`config.mk`:
```
export PLATFORM = sky130hd
export DESIGN_NAME = pc_sequencer
export DESIGN_NICKNAME = d
export VERILOG_FILES = /design/src/rtl/pc_sequencer.sv
export SDC_FILE = /design/constraint.sdc
export NUM_CORES = 1
export LEC_CHECK = 0
export CAP_MARGIN = 15
export CORE_MARGIN = 2
export CORE_UTILIZATION = 49
export DETAILED_ROUTE_END_ITERATION = 7
export GPL_TIMING_DRIVEN = 0
export PLACE_DENSITY = 0.88
export SYNTH_ARGS = -nofsm -noshare
export SYNTH_HDL_FRONTEND = slang
export SYNTH_SLANG_ARGS = --single-unit
```
`constraint.sdc`:
```
create_clock -name clk -period 8.8 [get_ports clk]
set_clock_uncertainty 0.2 [all_clocks]
set_input_delay 1.76 -clock clk [delete_from_list [all_inputs] [get_ports clk]]
set_output_delay 1.76 -clock clk [all_outputs]
set_load 0.01 [all_outputs]
```
`src/rtl/pc_sequencer.sv`:
```
// ---------------------------------------------------------------------------
// pc_sequencer
//
// Purpose:
//   Holds the fetch program counter and chooses its next value every cycle.
//   The next value is either the sequential address (pc+4) or a redirect
//   raised by the decode stage:
//     - a taken conditional branch (id_pc + 4 + offset*4)
//     - an absolute jump           ({id_pc[top:28], j_index, 2'b00})
//     - a register jump            (jr_target as given)
//     - an exception return        (epc)             [optional feature]
//     - an exception entry         (EXC_PC)          [optional feature]
//   While fetch is stalled the PC holds.  A redirect that arrives during a
//   stall is remembered, together with its priority, so that it can be
//   applied on the first unstalled edge.  Exception entry is never deferred.
//
// Configuration:
//   PC_SEQUENCER_EXC_EN  defined   : exc_valid / eret_valid / epc are honoured
//                                    with priority exc > eret > jr > j > br.
//   PC_SEQUENCER_EXC_EN  undefined : those inputs and EXC_PC are ignored and
//                                    the priority is jr > j > br.
//
// Parameters:
//   WIDTH     PC / address width in bits (32 or more)
//   RESET_PC  value forced into pc by reset
//   EXC_PC    exception entry vector
//
// Ports:
//   clk               rising-edge clock
//   reset             asynchronous reset, active low
//   stall             1 = hold the PC this cycle
//   id_pc             PC of the instruction in decode (branch/jump base)
//   br_valid/br_taken conditional branch present / compare result
//   br_offset         sign-extended word offset of the branch
//   j_valid/j_index   absolute jump present / 26-bit index field
//   jr_valid/jr_target register jump present / register value
//   exc_valid         exception request
//   eret_valid/epc    exception return request / return address
//   pc                registered fetch PC
//   npc               value pc will take at the next rising edge
//   redirect_pending  a stalled redirect is waiting for the stall to clear
//   pc_misalign       pc is not word aligned
// ---------------------------------------------------------------------------
module pc_sequencer #(
  parameter int               WIDTH    = 32,
  parameter logic [WIDTH-1:0] RESET_PC = WIDTH'(32'h0000_3000),
  parameter logic [WIDTH-1:0] EXC_PC   = WIDTH'(32'h0000_4180)
) (
  input  logic             clk,
  input  logic             reset,
  input  logic             stall,
  input  logic [WIDTH-1:0] id_pc,
  input  logic             br_valid,
  input  logic             br_taken,
  input  logic [WIDTH-1:0] br_offset,
  input  logic             j_valid,
  input  logic [25:0]      j_index,
  input  logic             jr_valid,
  input  logic [WIDTH-1:0] jr_target,
  input  logic             exc_valid,
  input  logic             eret_valid,
  input  logic [WIDTH-1:0] epc,
  output logic [WIDTH-1:0] pc,
  output logic [WIDTH-1:0] npc,
  output logic             redirect_pending,
  output logic             pc_misalign
);

  // Controller states: RUN fetches normally, PEND holds a deferred redirect.
  typedef enum logic {
    ST_RUN  = 1'b0,
    ST_PEND = 1'b1
  } state_e;

  // Redirect priority levels, ordered so that a larger value wins.
  // Exception entry is not listed: it bypasses the pending mechanism.
  typedef enum logic [2:0] {
    PRIO_NONE = 3'd0,
    PRIO_BR   = 3'd1,
    PRIO_J    = 3'd2,
    PRIO_JR   = 3'd3,
    PRIO_ERET = 3'd4
  } prio_e;

  // Registered state
  state_e           state_q,       state_d;
  logic [WIDTH-1:0] pc_q,          pc_d;
  logic [WIDTH-1:0] pend_target_q, pend_target_d;
  prio_e            pend_prio_q,   pend_prio_d;

  // Candidate targets and the winning non-exception redirect this cycle
  logic [WIDTH-1:0] seq_target;
  logic [WIDTH-1:0] br_target;
  logic [WIDTH-1:0] j_target;
  logic [WIDTH-1:0] redir_target;
  prio_e            redir_prio;
  logic             redir_valid;
  logic             exc_req;

  // Target arithmetic wraps modulo 2^WIDTH; the shifted-out offset bits are
  // irrelevant because the offset is already sign extended to WIDTH.
  assign seq_target = pc_q + WIDTH'(4);
  assign br_target  = id_pc + WIDTH'(4) + (br_offset << 2);
  assign j_target   = {id_pc[WIDTH-1:28], j_index, 2'b00};

`ifdef PC_SEQUENCER_EXC_EN
  assign exc_req = exc_valid;
`else
  // Exception support compiled out: the exception inputs and the entry
  // vector are deliberately left without effect.
  logic unused_exc;
  assign unused_exc = ^{exc_valid, eret_valid, epc, EXC_PC};
  assign exc_req    = 1'b0;
`endif

  // Pick the highest-priority non-exception redirect.  Later assignments
  // override earlier ones, so the list runs from lowest to highest priority.
  // A branch that is not taken is not a redirect at all.
  always_comb begin
    redir_prio   = PRIO_NONE;
    redir_target = '0;
    if (br_valid && br_taken) begin
      redir_prio   = PRIO_BR;
      redir_target = br_target;
    end
    if (j_valid) begin
      redir_prio   = PRIO_J;
      redir_target = j_target;
    end
    if (jr_valid) begin
      redir_prio   = PRIO_JR;
      redir_target = jr_target;
    end
`ifdef PC_SEQUENCER_EXC_EN
    if (eret_valid) begin
      redir_prio   = PRIO_ERET;
      redir_target = epc;
    end
`endif
  end

  assign redir_valid = (redir_prio != PRIO_NONE);

  // Next-state logic.  Exception entry wins over everything, including a
  // stall and a pending redirect.  Otherwise RUN either advances or defers
  // a redirect into PEND, and PEND either upgrades the deferred redirect or
  // applies it once the stall lifts (ignoring whatever decode offers then).
  always_comb begin
    state_d       = state_q;
    pc_d          = pc_q;
    pend_target_d = pend_target_q;
    pend_prio_d   = pend_prio_q;

    if (exc_req) begin
      state_d       = ST_RUN;
      pc_d          = EXC_PC;
      pend_target_d = '0;
      pend_prio_d   = PRIO_NONE;
    end else begin
      case (state_q)
        ST_RUN: begin
          if (!stall) begin
            pc_d = redir_valid ? redir_target : seq_target;
          end else if (redir_valid) begin
            state_d       = ST_PEND;
            pend_target_d = redir_target;
            pend_prio_d   = redir_prio;
          end
        end
        ST_PEND: begin
          if (!stall) begin
            state_d       = ST_RUN;
            pc_d          = pend_target_q;
            pend_target_d = '0;
            pend_prio_d   = PRIO_NONE;
          end else if (redir_prio > pend_prio_q) begin
            pend_target_d = redir_target;
            pend_prio_d   = redir_prio;
          end
        end
        default: begin
          state_d = ST_RUN;
        end
      endcase
    end
  end

  // State registers; reset throws away any deferred redirect.
  always_ff @(posedge clk or negedge reset) begin
    if (!reset) begin
      state_q       <= ST_RUN;
      pc_q          <= RESET_PC;
      pend_target_q <= '0;
      pend_prio_q   <= PRIO_NONE;
    end else begin
      state_q       <= state_d;
      pc_q          <= pc_d;
      pend_target_q <= pend_target_d;
      pend_prio_q   <= pend_prio_d;
    end
  end

  assign pc               = pc_q;
  assign npc              = pc_d;
  assign redirect_pending = (state_q == ST_PEND);
  assign pc_misalign      = |pc_q[1:0];

endmodule

```
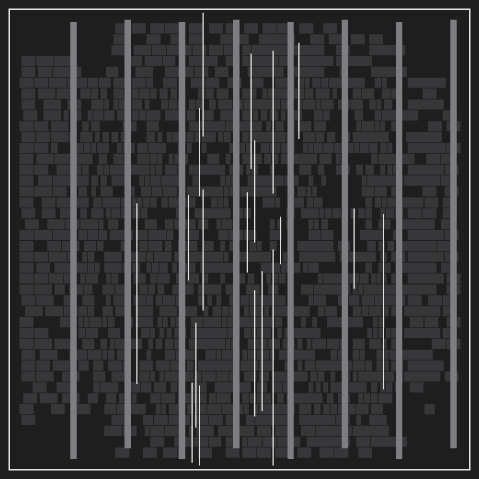
Fig. 1. Metal 4 (run 1).
Scale: 4 px per um. Supply wires on this layer in grey.
The longest straight run is 53.7 um. 16 nets have wire on it. The layer holds 2.7% of the routed length.

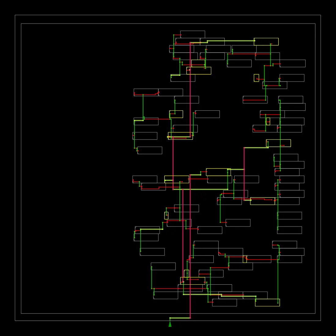
Fig. 2. The clock network (run 1).
CTS Buf Count: 9
flip-flops: 67
clock group power: 0.000333 W
clk sinks: 67

==> impl_metrics.env, run 1 <==
# physical design summary
export IMPL_floorplan_rows=40
export IMPL_post_cts_setup_buffers=0
export IMPL_syn_nets=949
export IMPL_fin_cells=1078
export IMPL_synth_top_cell_area_share_pct=27.07
export IMPL_dp_cells=1062
export IMPL_status="finished, final reports clean"
export IMPL_slew_headroom_pct=44.03
export IMPL_warning_count=62
export IMPL_startpoint="id_pc[2]"
export IMPL_pwr_share_clk_pct=26.0
export IMPL_ys_cells=725
export IMPL_largest_class="logic gates"
export IMPL_ys_async_sr_fraction_pct=100.0
export IMPL_worst_slack_ns=1.157
export IMPL_io_pins=229
export IMPL_nClkBuffers=14
export IMPL_p_sw_share_pct=35.31
export IMPL_lay_top_count="clkdlybuf4s50_1"
export IMPL_numSynthFlops=67
export IMPL_top_cells_by_area="dfrtp_1 27%, ha_1 12%, nand2_1 6.1%"
export IMPL_power_frac_comb_pct=41.8
export IMPL_hold_buffers=0
export IMPL_ys_sh_simple_pct=18.72
export IMPL_antenna_cells=0
export IMPL_internal_power_w=0.0008309
export IMPL_port_buffers=190
export IMPL_clk_pin_slew_ns=0.05
export IMPL_yosysWarnings=0
export IMPL_grt_pass1_wl_um=32550
export IMPL_layout_area_comb_sq_um=4064
export IMPL_ant_nets=0
export IMPL_wirelength_um=20370
export IMPL_htreeDepth=3
export IMPL_grt_pass1_vias=6483
export IMPL_yosys_area_share_aoi_pct=28.38
export IMPL_comb_area_share_pct=48.57
export IMPL_mux_share_pct=0.9994
export IMPL_path_class="input port to output pin"
export IMPL_ys_chip_area_sq_um=6010
export IMPL_worstPathArrival_ns=5.68
export IMPL_synth_main_ff_cell="dfrtp_1"
export IMPL_power_group_top="combinational logic"
export IMPL_required_ns=6.84
export IMPL_wl_per_cell_um=18.89
export IMPL_slowest_stage="clkdlybuf4s50_1"
export IMPL_finalWeightedCongestion=0.9328
export IMPL_hold_class="flip-flop to flip-flop"
export IMPL_totalPowerFinal_w=0.001284
export IMPL_power_frac_seq_pct=32.3
export IMPL_crit_fanout=3
export IMPL_yosysMostFrequentCell="nand2_1"
export IMPL_r2r_start="pc[13]"
export IMPL_antenna_found_initial=0
export IMPL_finalSetupViolCount=0
export IMPL_maxSlewViolCount=0
export IMPL_yosys_area_top_type="dfrtp_1"
export IMPL_critPathMaxStageDelay_ns=0.61
export IMPL_adder_share_pct=12.83
export IMPL_worstHoldStart="pend_target_q[2]"
export IMPL_tightest_slew_ns=0.8395
export IMPL_edf_count=0
export IMPL_hold_viol=0
export IMPL_die_area_sq_um=13170
export IMPL_tns_ns=0
export IMPL_switching_power_w=0.0004535
export IMPL_yosys_stat_seqShare_pct=27.94
export IMPL_clockRootBuffer="clkbuf_16"
export IMPL_dieWidth_um=114.7
export IMPL_drtIter0Drc=538
export IMPL_fmax_mhz=130.8
export IMPL_placed_cell_area_sq_um=8093
export IMPL_path_buffers=5
export IMPL_min_period_ns=7.643
export IMPL_xor_area_share_pct=6.704
export IMPL_syn_area_per_cell_sq_um=8.289
export IMPL_grt_max_degree=68
export IMPL_cts_tree="yes"
export IMPL_clock_latency_ns=0.34
export IMPL_overflow=0
export IMPL_synthTopLogicFamily="AND-OR/OR-AND gates"
export IMPL_synth_distinct_cells=78
export IMPL_fillers=990
export IMPL_logic_gate_count=601
export IMPL_dr_pass1_iters=7
export IMPL_syn_inst=725
export IMPL_clkCellAreaFrac_pct=3.275
export IMPL_total_leakage_power_nw=3.508
export IMPL_synthesis_area_sq_um=6010
export IMPL_hold_ws_ns=0.2818
export IMPL_peakVddDrop_mv=0.1106
export IMPL_power_density_nw_per_um2=153.5
export IMPL_mostFrequentLayoutCells="189 x clkdlybuf4s50_1, 97 x nand2_1, 72 x o21ai_0"
export IMPL_nNetsFinal=1150
export IMPL_n_all_inverters=23
export IMPL_dp_hpwl_um=16250
export IMPL_pre_cts_ws_ns=1.190
export IMPL_globalRouteTotalUtil_pct=31.51
export IMPL_min_period_over_period_pct=86.85
export IMPL_comb_power_w=0.000537
export IMPL_area_growth_pct=39.23
export IMPL_cts_buffer_depth=2
export IMPL_critPathLaunchType="input port"
export IMPL_drc=0
export IMPL_buf_share_pct=24.85
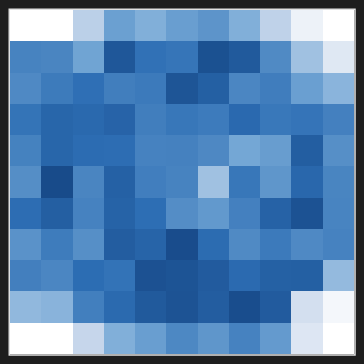
Fig. 3. Cell area per tile (run 1).
Scale: 3 px per um. 11 x 11 tiles, from white (low) to dark blue (high), 0 to 100% covered.
32% of the tiles are over 75% full. The mean over all tiles is 62%. The fullest tile reaches 89%. 5.0% of the tiles are nearly empty.
Util after Layout: 69.66%
Initial Util: 50.03%
core area: 12010 sq um

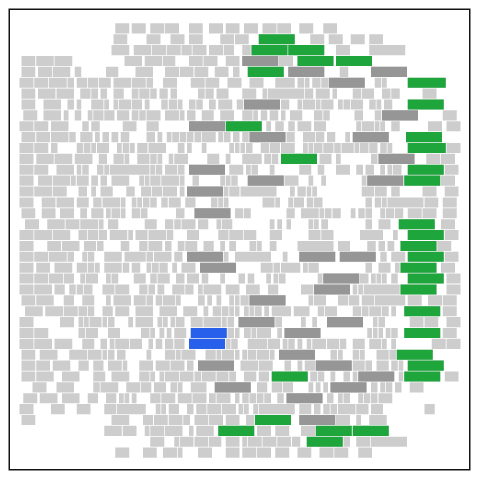
Fig. 4. Sequential cells grouped by signal name (run 1).
Scale: 4 px per um. Other sequential cells in the stronger grey, the rest of the logic in the fainter grey.
Key: green = pc [sequential cells 32]; blue = pend_prio_q [sequential cells 2]
Another 33 sequential cells are not coloured.
Seq/total area: 20.07%
Seq. cell area: 1679 sq um
Seq power: 0.000414 W

-- run 1: flip-flops by register name, summed over array words and instances, names as in the netlist --
name	count
pc	32
pend_prio_q	2
pend_target_q	32
redirect_pending	1
-- run 1: routing by layer --
layer / track usage (%) / part of all wire, % / vias to the layer above
met5: 0 / 0 / -
met4: 12.21 / 2.7 / 0
met3: 6.273 / 8.5 / 43
met2: 53.96 / 48 / 362
met1: 39.30 / 41 / 3048
li1: - / - / 3102
-- run 1: path summary, 6_finish.rpt --
kind | depth (start not counted) | slack (ns) | end
worst max-delay path | 16 | 1.16 | npc[27]
worst min-delay path | 2 | 0.28 | pend_target_q[2]
worst max register to register | 9 | 6.04 | pc[29]
worst min register to register | 2 | 0.28 | pend_target_q[2]
max in group asynchronous | 1 | 6.52 | pend_target_q[21]
min in group asynchronous | 1 | 1.33 | pc[7]
## Run 2: what changed since run 1
--- a/config.mk
+++ b/config.mk
@@ -9,6 +9,7 @@
 export CORE_MARGIN = 2
 export CORE_UTILIZATION = 49
 export DETAILED_ROUTE_END_ITERATION = 7
+export GPL_ROUTABILITY_DRIVEN = 1
 export GPL_TIMING_DRIVEN = 0
 export PLACE_DENSITY = 0.88
 export SYNTH_ARGS = -nofsm -noshare
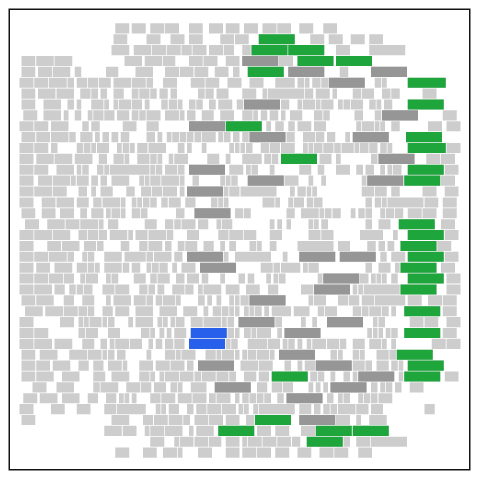
Fig. 5. Sequential cells grouped by signal name (run 2).
Scale: 4 px per um. Other sequential cells in the stronger grey, the rest of the logic in the fainter grey.
Key: green = pc [sequential cells 32]; blue = pend_prio_q [sequential cells 2]

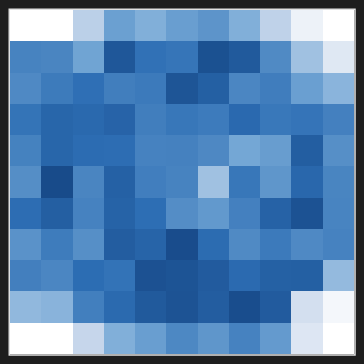
Fig. 6. Cell area per tile (run 2).
Scale: 3 px per um. 11 x 11 tiles, from white (low) to dark blue (high), 0 to 100% covered.
5.0% of the tiles are nearly empty. The mean over all tiles is 62%. The fullest tile reaches 89%. 32% of the tiles are over 75% full.

==> impl_metrics.env, run 2 <==
# physical design summary
export IMPL_overflow=0
export IMPL_die_area_sq_um=13170
export IMPL_cts_tree="yes"
export IMPL_comb_power_w=0.000537
export IMPL_via_count=6555
export IMPL_cts_resized=0
export IMPL_finalSetupViolCount=0
export IMPL_internal_power_w=0.0008309
export IMPL_floorplan_rows=40
export IMPL_wl_per_cell_um=18.89
export IMPL_edf_count=0
export IMPL_area_growth_pct=39.23
export IMPL_yosys_stat_seqShare_pct=27.94
export IMPL_yosys_area_share_aoi_pct=28.38
export IMPL_slew_headroom_pct=44.03
export IMPL_ys_cells=725
export IMPL_r2r_start="pc[13]"
export IMPL_synth_distinct_cells=78
export IMPL_worst_slack_ns=1.157
export IMPL_ys_sh_simple_pct=18.72
export IMPL_pre_cts_ws_ns=1.190
export IMPL_nNetsFinal=1150
export IMPL_power_group_top="combinational logic"
export IMPL_maxCapViolCount=0
export IMPL_power_frac_seq_pct=32.3
export IMPL_layout_area_comb_sq_um=4064
export IMPL_dr_wl_met2_um=9805
export IMPL_top_usage_layer="met2"
export IMPL_cp_cell_sequence="clkdlybuf4s50_1, inv_1, ha_1, inv_1, ha_1, inv_1, fa_1, and2b_1, o31ai_2, a21o_1, a2111oi_4, nor3_2, xnor2_1, a311oi_1, o31ai_1, clkdlybuf4s50_1"
export IMPL_yosysMostFrequentCell="nand2_1"
export IMPL_mostFrequentLayoutCells="189 x clkdlybuf4s50_1, 97 x nand2_1, 72 x o21ai_0"
export IMPL_core_sq_um=12010
export IMPL_wl_met1_um=8282
export IMPL_drc=0
export IMPL_final_area_sq_um=8367
export IMPL_finalWeightedCongestion=0.9328
export IMPL_placed_cell_area_sq_um=8093
export IMPL_clockRootBuffer="clkbuf_16"
export IMPL_flop_area_sq_um=1679
export IMPL_use_met1_pct=39.30
export IMPL_startpoint="id_pc[2]"
export IMPL_fp_utilization_pct=50.03
export IMPL_hold_ws_ns=0.2818
export IMPL_wirelength_um=20370
export IMPL_vias_per_cell=6.081
export IMPL_hold_class="flip-flop to flip-flop"
export IMPL_cts_buffer_depth=2
export IMPL_sequentialPower_w=0.000414
export IMPL_path_buffers=5
export IMPL_clk_pin_slew_ns=0.05
export IMPL_fillers=990
export IMPL_totalPowerFinal_w=0.001284
export IMPL_rsz0062_at_grt="no"
export IMPL_comb_area_share_pct=48.57
export IMPL_top_cells_by_area="dfrtp_1 27%, ha_1 12%, nand2_1 6.1%"
export IMPL_nNonClkBuffers=224
export IMPL_port_buffers=190
export IMPL_critPathLaunchType="input port"
export IMPL_antenna_cells=0
export IMPL_syn_area_per_cell_sq_um=8.289
export IMPL_logic_gate_count=601
export IMPL_top_layer="met4"
export IMPL_grt_pass1_vias=6483
export IMPL_clkCellAreaFrac_pct=3.275
export IMPL_antenna_found_initial=0
export IMPL_route_met3_wl_um=1737
export IMPL_grt_pass1_wl_um=32550
export IMPL_clock_sinks=67
export IMPL_power_frac_comb_pct=41.8
export IMPL_worstPathArrival_ns=5.68
export IMPL_ys_async_sr_fraction_pct=100.0
export IMPL_powerClk_w=0.000333
export IMPL_seq_share_pct=20.07
export IMPL_globalRouteTotalUtil_pct=31.51
export IMPL_worstHoldStart="pend_target_q[2]"
export IMPL_n_all_inverters=23
export IMPL_peakVddDrop_mv=0.1106
export IMPL_htreeDepth=3
export IMPL_path_class="input port to output pin"
export IMPL_drtIter0Drc=538
export IMPL_total_leakage_power_nw=3.508
export IMPL_post_route_util_pct=69.66
export IMPL_grtUsageMet2_pct=53.96
export IMPL_warning_count=62
export IMPL_post_cts_setup_buffers=0
export IMPL_dp_cells=1062
export IMPL_dp_hpwl_um=16250
export IMPL_synthTopLogicFamily="AND-OR/OR-AND gates"
export IMPL_maxSlewViolCount=0
export IMPL_hold_buffers=0
export IMPL_syn_inst=725
export IMPL_end_kind="output pin"
export IMPL_grt_max_degree=68
export IMPL_mux_share_pct=0.9994
export IMPL_critPathTopFamily="AND-OR/OR-AND gates"
export IMPL_power_density_nw_per_um2=153.5
export IMPL_buf_share_pct=24.85
export IMPL_fmax_mhz=130.8
export IMPL_crit_top_cell="inv_1"
export IMPL_synthTopCellsByCount="97 x nand2_1, 72 x o21ai_0, 65 x dfrtp_1"
export IMPL_min_period_over_period_pct=86.85
export IMPL_synthesis_area_sq_um=6010
export IMPL_tns_ns=0
export IMPL_io_pins=229
export IMPL_dr_pass1_iters=7
export IMPL_dieWidth_um=114.7
export IMPL_fin_cells=1078
export IMPL_min_period_ns=7.643
export IMPL_ant_nets=0
export IMPL_synth_main_ff_cell="dfrtp_1"
export IMPL_tightest_slew_ns=0.8395
export IMPL_switching_power_w=0.0004535
export IMPL_critPathMaxStageDelay_ns=0.61
export IMPL_numCtsBuffers=9
export IMPL_lay_top_count="clkdlybuf4s50_1"
export IMPL_hold_viol=0
export IMPL_yosysWarnings=0
export IMPL_flops=67
export IMPL_numSynthFlops=67
export IMPL_drive_above_1_share_pct=5.800
export IMPL_yosys_area_top_type="dfrtp_1"
export IMPL_ys_chip_area_sq_um=6010
export IMPL_p_sw_share_pct=35.31
export IMPL_status="finished, final reports clean"
export IMPL_pwr_share_clk_pct=26.0
export IMPL_slowest_stage="clkdlybuf4s50_1"
export IMPL_synth_top_cell_area_share_pct=27.07
export IMPL_xor_area_share_pct=6.704
export IMPL_met3_usage_pct=6.273
export IMPL_taps=147
export IMPL_crit_fanout=3
export IMPL_required_ns=6.84
export IMPL_die_h_um=114.7
export IMPL_largest_class="logic gates"
export IMPL_syn_nets=949
export IMPL_adder_share_pct=12.83
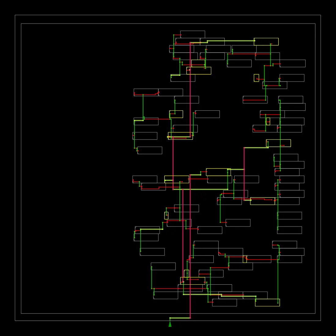
Fig. 7. The clock network (run 2).
worst skew pair latency: 0.34 ns
clk_buf instances: 14

run 2: cell counts after synthesis:
Identical to the previous run, type by type.
run 2: logic make-up after synthesis:
kind of cell    Yosys count
flops                    67
mux                       6
compound gates          257
simple gates            231
buf+inv                  57
xor+xnor                 46
fa+ha+maj                61
run 2: final timing paths:
| kind | to | slack (ns) | cells after the start |
|---|---|---|---|
| min in group asynchronous | pc[7] | 1.33 | 1 |
| worst min-delay path | pend_target_q[2] | 0.28 | 2 |
| worst min register to register | pend_target_q[2] | 0.28 | 2 |
| max in group asynchronous | pend_target_q[21] | 6.52 | 1 |
| worst max-delay path | npc[27] | 1.16 | 16 |
| worst max register to register | pc[29] | 6.04 | 9 |
Fig. 8: run 2, wiring by layer
Scale: 4 px per um.
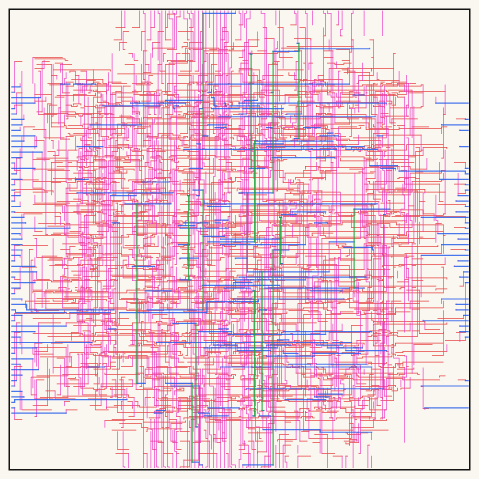

## Run 3: what changed since run 2
==> constraint.sdc (replaced) <==
create_clock -name clk -period 8.8 [get_ports clk]
set_clock_uncertainty 0.2 [all_clocks]
set_input_delay 2.64 -clock clk [delete_from_list [all_inputs] [get_ports clk]]
set_output_delay 2.64 -clock clk [all_outputs]
set_load 0.01 [all_outputs]
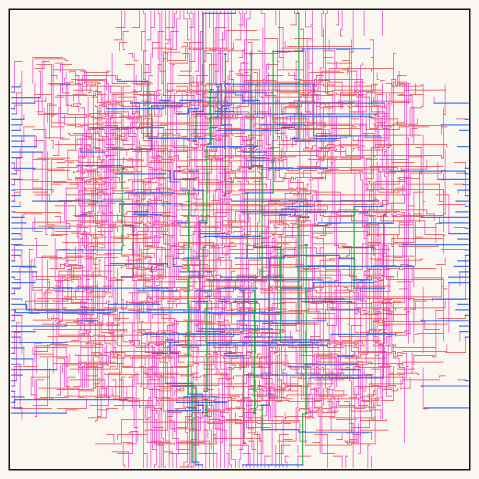
Fig. 9. Wiring by layer (run 3).
Scale: 4 px per um.
Key: magenta = M2 [wire length 10000 um]; green = M4 [wire length 755 um]; blue = M3 [wire length 1950 um]; red = M1 [wire length 8330 um]

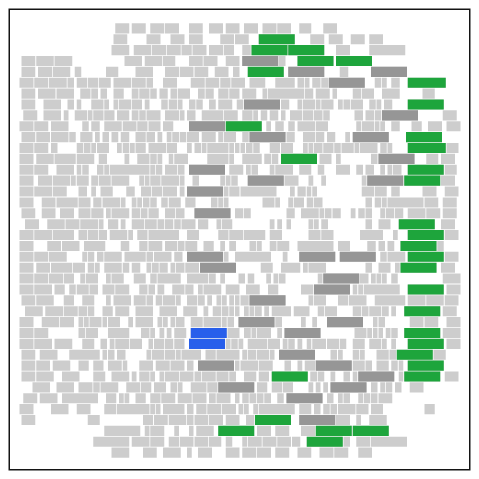
Fig. 10. Sequential cells grouped by signal name (run 3).
Scale: 4 px per um. Other sequential cells in the stronger grey, the rest of the logic in the fainter grey.
Key: green = pc [sequential cells 32]; blue = pend_prio_q [sequential cells 2]
Another 33 sequential cells are not coloured.

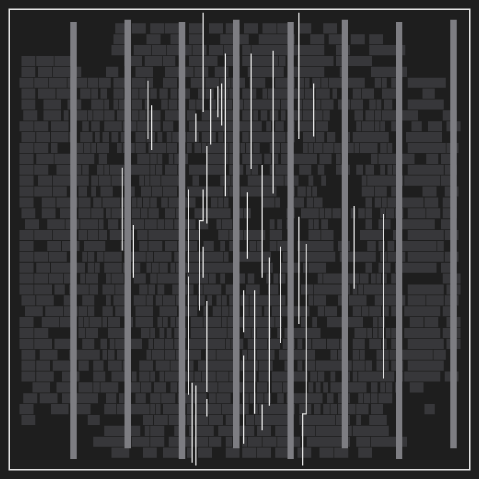
Fig. 11. Metal 4 (run 3).
Scale: 4 px per um. Supply wires on this layer in grey.
The longest straight run is 42.3 um. The layer holds 3.6% of the routed length. The wires run mostly vertical. The layer carries 755 um of wire.
vias: 6729
DRT Wirelength: 21080 um

==> impl_metrics.env, run 3 <==
# physical design summary
export IMPL_slowest_stage="clkdlybuf4s50_1"
export IMPL_pwr_share_clk_pct=25.6
export IMPL_cts_tree="yes"
export IMPL_path_buffers=4
export IMPL_adder_share_pct=12.83
export IMPL_critPathMaxStageDelay_ns=0.56
export IMPL_grtUsageMet2_pct=54.32
export IMPL_numSynthFlops=67
export IMPL_grt_pass1_vias=6629
export IMPL_syn_nets=949
export IMPL_xor_area_share_pct=6.704
export IMPL_wl_met1_um=8334
export IMPL_status="finished, violations left"
export IMPL_mostFrequentLayoutCells="165 x clkdlybuf4s50_1, 97 x nand2_1, 65 x dfrtp_1"
export IMPL_edf_count=0
export IMPL_power_frac_seq_pct=31.6
export IMPL_die_area_sq_um=13170
export IMPL_grt_pass1_wl_um=33230
export IMPL_tns_ns=0
export IMPL_ys_chip_area_sq_um=6010
export IMPL_p_sw_share_pct=36.02
export IMPL_dr_pass1_iters=8
export IMPL_wl_per_cell_um=19.27
export IMPL_nNetsFinal=1166
export IMPL_switching_power_w=0.0004726
export IMPL_maxCapViolCount=0
export IMPL_hold_buffers=0
export IMPL_slew_headroom_pct=43.82
export IMPL_synthesis_area_sq_um=6010
export IMPL_area_growth_pct=45.24
export IMPL_finalSetupViolCount=0
export IMPL_worst_slack_ns=0.03842
export IMPL_crit_fanout=6
export IMPL_fin_cells=1094
export IMPL_critPathTopFamily="buffers and inverters"
export IMPL_yosysWarnings=0
export IMPL_synth_distinct_cells=78
export IMPL_synth_main_ff_cell="dfrtp_1"
export IMPL_rsz0062_at_grt="yes"
export IMPL_overflow=0
export IMPL_yosys_area_share_aoi_pct=28.38
export IMPL_power_density_nw_per_um2=150.3
export IMPL_totalPowerFinal_w=0.001312
export IMPL_core_sq_um=12010
export IMPL_pre_cts_ws_ns=-0.5701
export IMPL_drc=1
export IMPL_min_delay_path_depth=2
export IMPL_r2r_end="pc[22]"
export IMPL_route_met3_wl_um=1949
export IMPL_r2r_cells=9
export IMPL_synthTopCellsByCount="97 x nand2_1, 72 x o21ai_0, 65 x dfrtp_1"
export IMPL_powerClk_w=0.000335
export IMPL_tightest_slew_ns=0.8427
export IMPL_hold_class="flip-flop to flip-flop"
export IMPL_comb_power_w=0.000562
export IMPL_vias_per_cell=6.151
export IMPL_die_h_um=114.7
export IMPL_dp_cells=1062
export IMPL_ant_nets=0
export IMPL_clock_sinks=67
export IMPL_min_period_over_period_pct=99.56
export IMPL_met3_usage_pct=7.538
export IMPL_top_cells_by_area="dfrtp_1 27%, ha_1 12%, nand2_1 6.1%"
export IMPL_ys_cells=725
export IMPL_placed_cell_area_sq_um=8093
export IMPL_worst_path_stages=13
export IMPL_clock_latency_ns=0.34
export IMPL_failed_checks="DRC"
==> run 3: timing repair <==
action,CTS,global route
setup buffers,11,5
pin swaps,17,15
endpoints found under the setup margin,20,24
gates resized,47,48
==> run 3: layout make-up <==
| cell class | instances | area [sq um] | area share, % |
|---|---|---|---|
| Multi-Input combinational cell | 601 | 4295 | 49.21 |
| Timing Repair Buffer | 206 | 2029 | 23.25 |
| Sequential cell | 67 | 1679 | 19.24 |
| Clock buffer | 14 | 264.0 | 3.025 |
| Tap cell | 147 | 183.9 | 2.107 |
| Buffer | 34 | 180.2 | 2.064 |
| Inverter | 23 | 86.33 | 0.9891 |
| Clock inverter | 2 | 10.01 | 0.1147 |
Power is estimated from default activity; no workload was simulated.
